### config.mk
export PLATFORM = sky130hd
export DESIGN_NAME = multicycle_ctrl_fsm
export DESIGN_NICKNAME = d
export VERILOG_FILES = /design/src/rtl/mc_pkg.sv /design/src/rtl/multicycle_ctrl_fsm.sv
export SDC_FILE = /design/constraint.sdc
export NUM_CORES = 1
export LEC_CHECK = 0
export CELL_PAD_IN_SITES_DETAIL_PLACEMENT = 0
export CELL_PAD_IN_SITES_GLOBAL_PLACEMENT = 1
export CORE_MARGIN = 5
export CORE_UTILIZATION = 25
export DETAILED_ROUTE_END_ITERATION = 7
export PLACE_DENSITY = 0.76
export SLEW_MARGIN = 25
export SYNTH_ARGS = -nofsm -noshare
export SYNTH_HDL_FRONTEND = slang
export SYNTH_SLANG_ARGS = --single-unit
### constraint.sdc
create_clock -name clk -period 1.99 [get_ports clk]
set_clock_uncertainty 0.1 [all_clocks]
set_input_delay 0.199 -clock clk [delete_from_list [all_inputs] [get_ports clk]]
set_output_delay 0.199 -clock clk [all_outputs]
set_load 0.02 [all_outputs]
### src/rtl/mc_pkg.sv
// ---------------------------------------------------------------------------
// mc_pkg
// Shared definitions for the multicycle MIPS datapath, its ALU control and
// its main control state machine.
//   - opcode constants for the supported instruction subset
//   - control state encodings (also visible on the debug State port)
//   - encodings of the ALUOp, ALUSrcB and PCSrc select fields
//   - isSupportedOp(): true for every opcode the controller can sequence
// ---------------------------------------------------------------------------
package mc_pkg;

   // Instruction opcodes (instr[31:26])
   localparam logic [5:0] OP_RTYPE = 6'b000000;
   localparam logic [5:0] OP_LW    = 6'b100011;
   localparam logic [5:0] OP_SW    = 6'b101011;
   localparam logic [5:0] OP_BEQ   = 6'b000100;
   localparam logic [5:0] OP_ADDI  = 6'b001000;
   localparam logic [5:0] OP_J     = 6'b000010;

   // Control states; encodings 12-15 are never entered
   typedef enum logic [3:0] {
      S_FETCH  = 4'd0,
      S_DECODE = 4'd1,
      S_MEMADR = 4'd2,
      S_MEMRD  = 4'd3,
      S_MEMWB  = 4'd4,
      S_MEMWR  = 4'd5,
      S_EXEC   = 4'd6,
      S_ALUWB  = 4'd7,
      S_BRANCH = 4'd8,
      S_ADDIEX = 4'd9,
      S_ADDIWB = 4'd10,
      S_JUMP   = 4'd11
   } state_e;

   // ALU operation class handed to the ALU control
   localparam logic [1:0] ALUOP_ADD   = 2'b00;
   localparam logic [1:0] ALUOP_SUB   = 2'b01;
   localparam logic [1:0] ALUOP_FUNCT = 2'b10;

   // ALU B operand select
   localparam logic [1:0] SRCB_REGB    = 2'b00;
   localparam logic [1:0] SRCB_FOUR    = 2'b01;
   localparam logic [1:0] SRCB_SEXT    = 2'b10;
   localparam logic [1:0] SRCB_SEXTSH2 = 2'b11;

   // Next-PC source select
   localparam logic [1:0] PCSRC_ALU    = 2'b00;
   localparam logic [1:0] PCSRC_ALUOUT = 2'b01;
   localparam logic [1:0] PCSRC_JUMP   = 2'b10;

   // True for every opcode that has a defined execution sequence
   function automatic logic isSupportedOp(input logic [5:0] op);
      return (op == OP_RTYPE) || (op == OP_LW)   || (op == OP_SW) ||
             (op == OP_BEQ)   || (op == OP_ADDI) || (op == OP_J);
   endfunction

endpackage

### src/rtl/multicycle_ctrl_fsm.sv
// ---------------------------------------------------------------------------
// multicycle_ctrl_fsm
// Main control state machine of the multicycle MIPS datapath. It sequences
// fetch, decode, execute, memory and writeback over 3-5 cycles and stalls in
// FETCH, MEMRD and MEMWR until memory signals MemReady.
//
// Ports
//   clk       in   rising-edge clock
//   rst       in   synchronous active-high reset; zeroes every output
//   Op        in   opcode from the instruction register (used in DECODE/MEMADR)
//   MemReady  in   memory finishes the current access this cycle
//   PCWE      out  unconditional PC write
//   Branch    out  conditional PC write, qualified outside by ALU zero
//   IorD      out  memory address select (0 = PC, 1 = ALUOut)
//   MemWrite  out  memory write strobe
//   IRWrite   out  instruction register load
//   RegDst    out  destination register select (0 = rt, 1 = rd)
//   MemtoReg  out  writeback data select (0 = ALUOut, 1 = MDR)
//   RegWrite  out  register file write
//   ALUSrcA   out  ALU A select (0 = PC, 1 = regA)
//   ALUSrcB   out  ALU B select (regB / 4 / signext / signext<<2)
//   ALUOp     out  ALU operation class (add / sub / funct)
//   PCSrc     out  next-PC source (ALU / ALUOut / jump target)
//   Illegal   out  one-cycle pulse when DECODE sees an unsupported opcode
//   State     out  current state for debug
// ---------------------------------------------------------------------------
module multicycle_ctrl_fsm
   import mc_pkg::*;
#(
   parameter int OPW = 6,
   parameter int STW = 4
) (
   input  logic             clk,
   input  logic             rst,
   input  logic [OPW-1:0]   Op,
   input  logic             MemReady,
   output logic             PCWE,
   output logic             Branch,
   output logic             IorD,
   output logic             MemWrite,
   output logic             IRWrite,
   output logic             RegDst,
   output logic             MemtoReg,
   output logic             RegWrite,
   output logic             ALUSrcA,
   output logic [1:0]       ALUSrcB,
   output logic [1:0]       ALUOp,
   output logic [1:0]       PCSrc,
   output logic             Illegal,
   output logic [STW-1:0]   State
);

   state_e state_q;
   state_e state_d;

   // State register: reset always restarts the machine at instruction fetch
   always_ff @(posedge clk) begin
      if (rst) begin
         state_q <= S_FETCH;
      end else begin
         state_q <= state_d;
      end
   end

   // Next-state logic: memory states hold until MemReady, DECODE dispatches
   // on the opcode class and MEMADR splits loads from stores
   always_comb begin
      state_d = state_q;
      case (state_q)
         S_FETCH: begin
            if (MemReady) begin
               state_d = S_DECODE;
            end
         end
         S_DECODE: begin
            if ((Op == OP_LW) || (Op == OP_SW)) begin
               state_d = S_MEMADR;
            end else if (Op == OP_RTYPE) begin
               state_d = S_EXEC;
            end else if (Op == OP_BEQ) begin
               state_d = S_BRANCH;
            end else if (Op == OP_ADDI) begin
               state_d = S_ADDIEX;
            end else if (Op == OP_J) begin
               state_d = S_JUMP;
            end else begin
               state_d = S_FETCH;
            end
         end
         S_MEMADR: begin
            state_d = (Op == OP_SW) ? S_MEMWR : S_MEMRD;
         end
         S_MEMRD: begin
            if (MemReady) begin
               state_d = S_MEMWB;
            end
         end
         S_MEMWR: begin
            if (MemReady) begin
               state_d = S_FETCH;
            end
         end
         S_EXEC:   state_d = S_ALUWB;
         S_ADDIEX: state_d = S_ADDIWB;
         S_MEMWB,
         S_ALUWB,
         S_BRANCH,
         S_ADDIWB,
         S_JUMP:   state_d = S_FETCH;
         default:  state_d = S_FETCH;
      endcase
   end

   // Output decode: a function of the current state only, except that the
   // FETCH-cycle IR/PC loads wait for MemReady and DECODE flags an unknown
   // opcode. Everything is held at zero while reset is asserted so that no
   // write strobe can escape during the reset cycle.
   always_comb begin
      PCWE     = 1'b0;
      Branch   = 1'b0;
      IorD     = 1'b0;
      MemWrite = 1'b0;
      IRWrite  = 1'b0;
      RegDst   = 1'b0;
      MemtoReg = 1'b0;
      RegWrite = 1'b0;
      ALUSrcA  = 1'b0;
      ALUSrcB  = SRCB_REGB;
      ALUOp    = ALUOP_ADD;
      PCSrc    = PCSRC_ALU;
      Illegal  = 1'b0;
      State    = '0;
      if (!rst) begin
         State = STW'(state_q);
         case (state_q)
            S_FETCH: begin
               ALUSrcB = SRCB_FOUR;
               IRWrite = MemReady;
               PCWE    = MemReady;
            end
            S_DECODE: begin
               ALUSrcB = SRCB_SEXTSH2;
               Illegal = !isSupportedOp(Op);
            end
            S_MEMADR: begin
               ALUSrcA = 1'b1;
               ALUSrcB = SRCB_SEXT;
            end
            S_MEMRD: begin
               IorD = 1'b1;
            end
            S_MEMWB: begin
               MemtoReg = 1'b1;
               RegWrite = 1'b1;
            end
            S_MEMWR: begin
               IorD     = 1'b1;
               MemWrite = 1'b1;
            end
            S_EXEC: begin
               ALUSrcA = 1'b1;
               ALUOp   = ALUOP_FUNCT;
            end
            S_ALUWB: begin
               RegDst   = 1'b1;
               RegWrite = 1'b1;
            end
            S_BRANCH: begin
               ALUSrcA = 1'b1;
               ALUOp   = ALUOP_SUB;
               PCSrc   = PCSRC_ALUOUT;
               Branch  = 1'b1;
            end
            S_ADDIEX: begin
               ALUSrcA = 1'b1;
               ALUSrcB = SRCB_SEXT;
            end
            S_ADDIWB: begin
               RegWrite = 1'b1;
            end
            S_JUMP: begin
               PCSrc = PCSRC_JUMP;
               PCWE  = 1'b1;
            end
            default: begin
               State = STW'(state_q);
            end
         endcase
      end
   end

endmodule

==> results.ini, run 1 <==
[clock_tree]
cts_resized = 22
cts_setup_buffers = 0
cts.sinks = 4
clockRootBuffer = clkbuf_4
clk_pin_slew_ps = 40
h-tree-depth = 1

[power]
power_switching_uw = 89.98
swShare_pct = 30.03
peakVddDrop_mv = 0.2313
combPwrFrac_pct = 37.9
internal_power_uw = 209.7
leakage_uw = 0.0005411
pwr-share-seq_pct = 28.8
p_comb_uw = 114

[min_path]
worstHoldStart = rst
hold_depth = 5
hold_path.class = input pin to flop

[synthesis]
synth_seq_share_pct = 14.75
fp_nets = 88
synth_warnings = 0
mux_area_share_pct = 0
synth_area_um2 = 543.0
yosysUniqueCellTypes = 34
top_cell_area_share_pct = 14.75
ys_sh_simple_pct = 46.77

[detailed_routing]
drc = 0
routed_wl_um = 1901
routed-via-count = 733
dr.pass1.iters = 4
met3_length_um = 105

[cells_and_area]
sh_seq_area_pct = 8.189
drive_gt1_share_pct = 27.78
nMultiInputCombCells = 66
clk_share_pct = 2.233
n_clock_buffer = 3
top_register = state_q
finish.net_count = 137
buffer_area_share_pct = 43.30
inverters_excl_clock = 2

[critical_path]
critPathSlowestCell = clkdlybuf4s50_1
end_kind = output pin
path_common_cell = and3_1
crit_family = buffers and inverters
r2r_cells = 6

[final_timing]
finalHoldViolations = 0
fin_crit_sh_pct = 94.62

[run_status]
status = complete, no violations

[die]
fp-row-count = 16
dieArea_um2 = 3204
core_um2 = 2022

[grt]
antenna_found_initial = 0

Figure 1. Metal layers overlaid (run 1).
Two of the layers only.
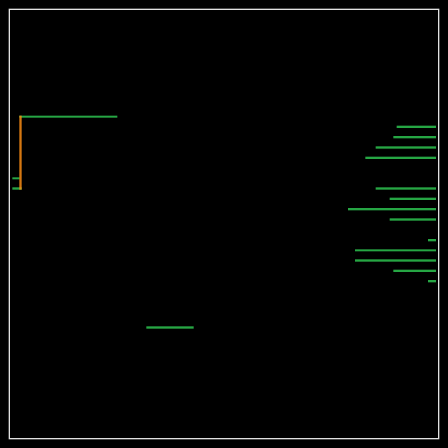
- orange: metal 4 (wire length 9.50 um)
- green: metal 3 (wire length 106 um)

Figure 2. Pin placement (run 1).
The bar under the picture is 20 um long. Pins as bars across the die edge, other pins in gray.
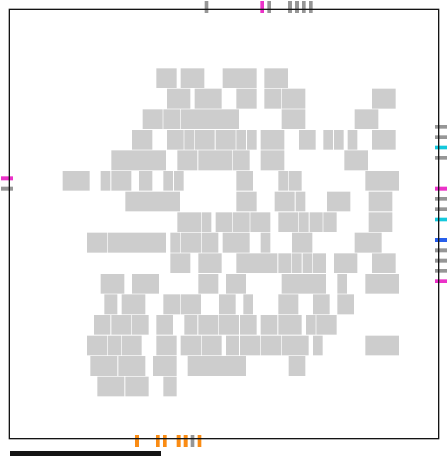
- magenta: State (pins 4; direction output; edge 2 right, 1 top, 1 left)
- cyan: ALUOp (pins 2; direction output; edge right)
- blue: rst (pins 1; direction input; edge right)
- orange: Op (pins 6; direction input; edge bottom)

Figure 3. Cell sizes after repair (run 1).
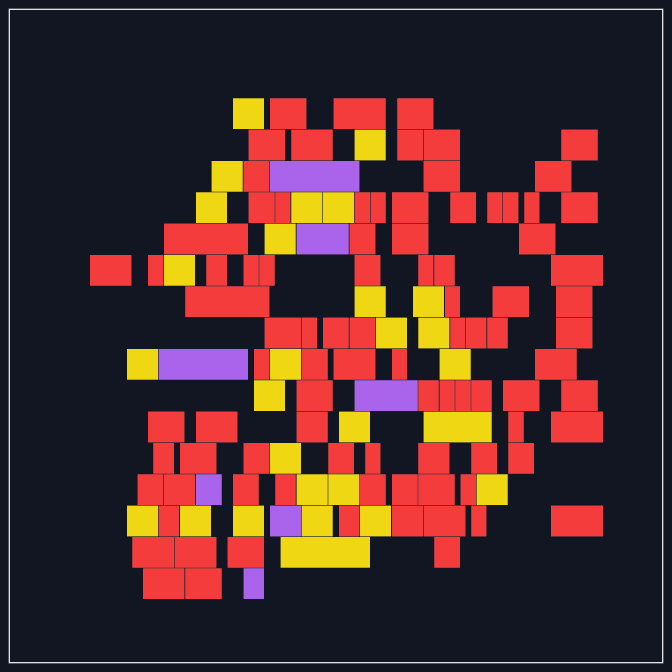
- purple: _2 cells (cells 7; share 5.6%; most used dfxtp_2)
- red: _0 and _1 cells (cells 91; share 72%; most used dlygate4sd2_1)
- yellow: _3 and _4 cells (cells 28; share 22%; most used buf_4)
area grow syn2layout: 85.71%
Buffers excl. clock: 51
Setup WS post-layout: 107.1 ps

## Run 2: what changed since run 1
Settings changed: CAP_MARGIN set to 20.
Figure 4. Cell sizes after repair (run 2).
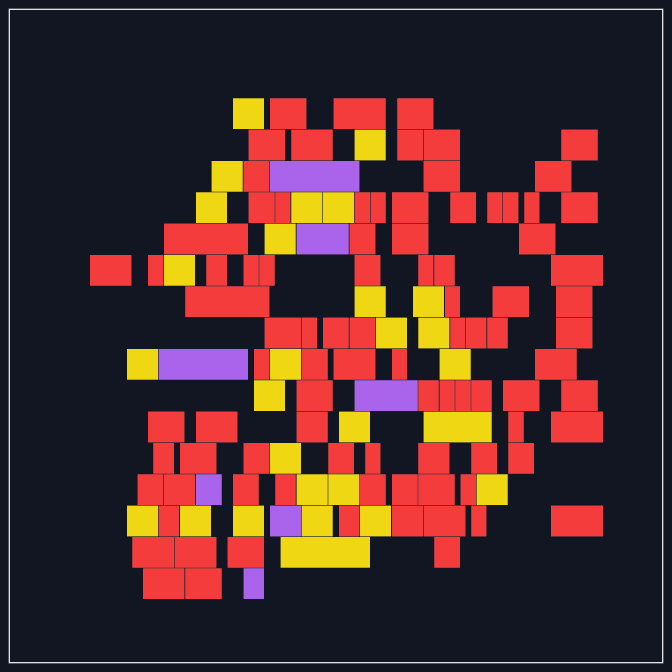
Design Area, Final: 1008 um^2

==> run 2 against run 1 <==
Maximum frequency did not move; count of clock-buffer cells in the layout did not move; non-clock buffer count did not move; core utilization did not move; routed wire length did not move; critical path depth did not move; synthesized cell count did not move; register-to-register slack barely moved; global-route usage did not move; critical path type unchanged; critical endpoint unchanged; largest cell class unchanged.
==> results.ini, run 2 <==
[cells_and_area]
buffer_area_share_pct = 43.30
nNonClkBuffers = 51
top_register = state_q
sh_seq_area_pct = 8.189
clk_share_pct = 2.233
drive_gt1_share_pct = 27.78
n_clock_buffer = 3
nMultiInputCombCells = 66
inverters_excl_clock = 2
area_growth_pct = 85.71

[final_timing]
finalHoldViolations = 0
setup_slack_ps = 107.1
fin_crit_sh_pct = 94.62

[clock_tree]
h-tree-depth = 1
clk_pin_slew_ps = 40
cts.sinks = 4
clockRootBuffer = clkbuf_4
cts_resized = 22

[synthesis]
synth_warnings = 0
fp_nets = 88
yosysUniqueCellTypes = 34
top_cell_area_share_pct = 14.75
ys_sh_simple_pct = 46.77

[grt]
antenna_found_initial = 0

[power]
swShare_pct = 30.03
power_switching_uw = 89.98
pwr-share-seq_pct = 28.8
leakage_uw = 0.0005411
combPwrFrac_pct = 37.9
peakVddDrop_mv = 0.2313

[critical_path]
path_common_cell = and3_1
r2r_cells = 6
end_kind = output pin
critPathSlowestCell = clkdlybuf4s50_1

[die]
fp-row-count = 16
core_um2 = 2022

[detailed_routing]
routed_wl_um = 1901
met3_length_um = 105
dr.pass1.iters = 4
routed-via-count = 733

[min_path]
hold_path.class = input pin to flop
hold_depth = 5

[run_status]
status = complete, no violations

No activity file was given, so power comes from the tool's default toggle rates.
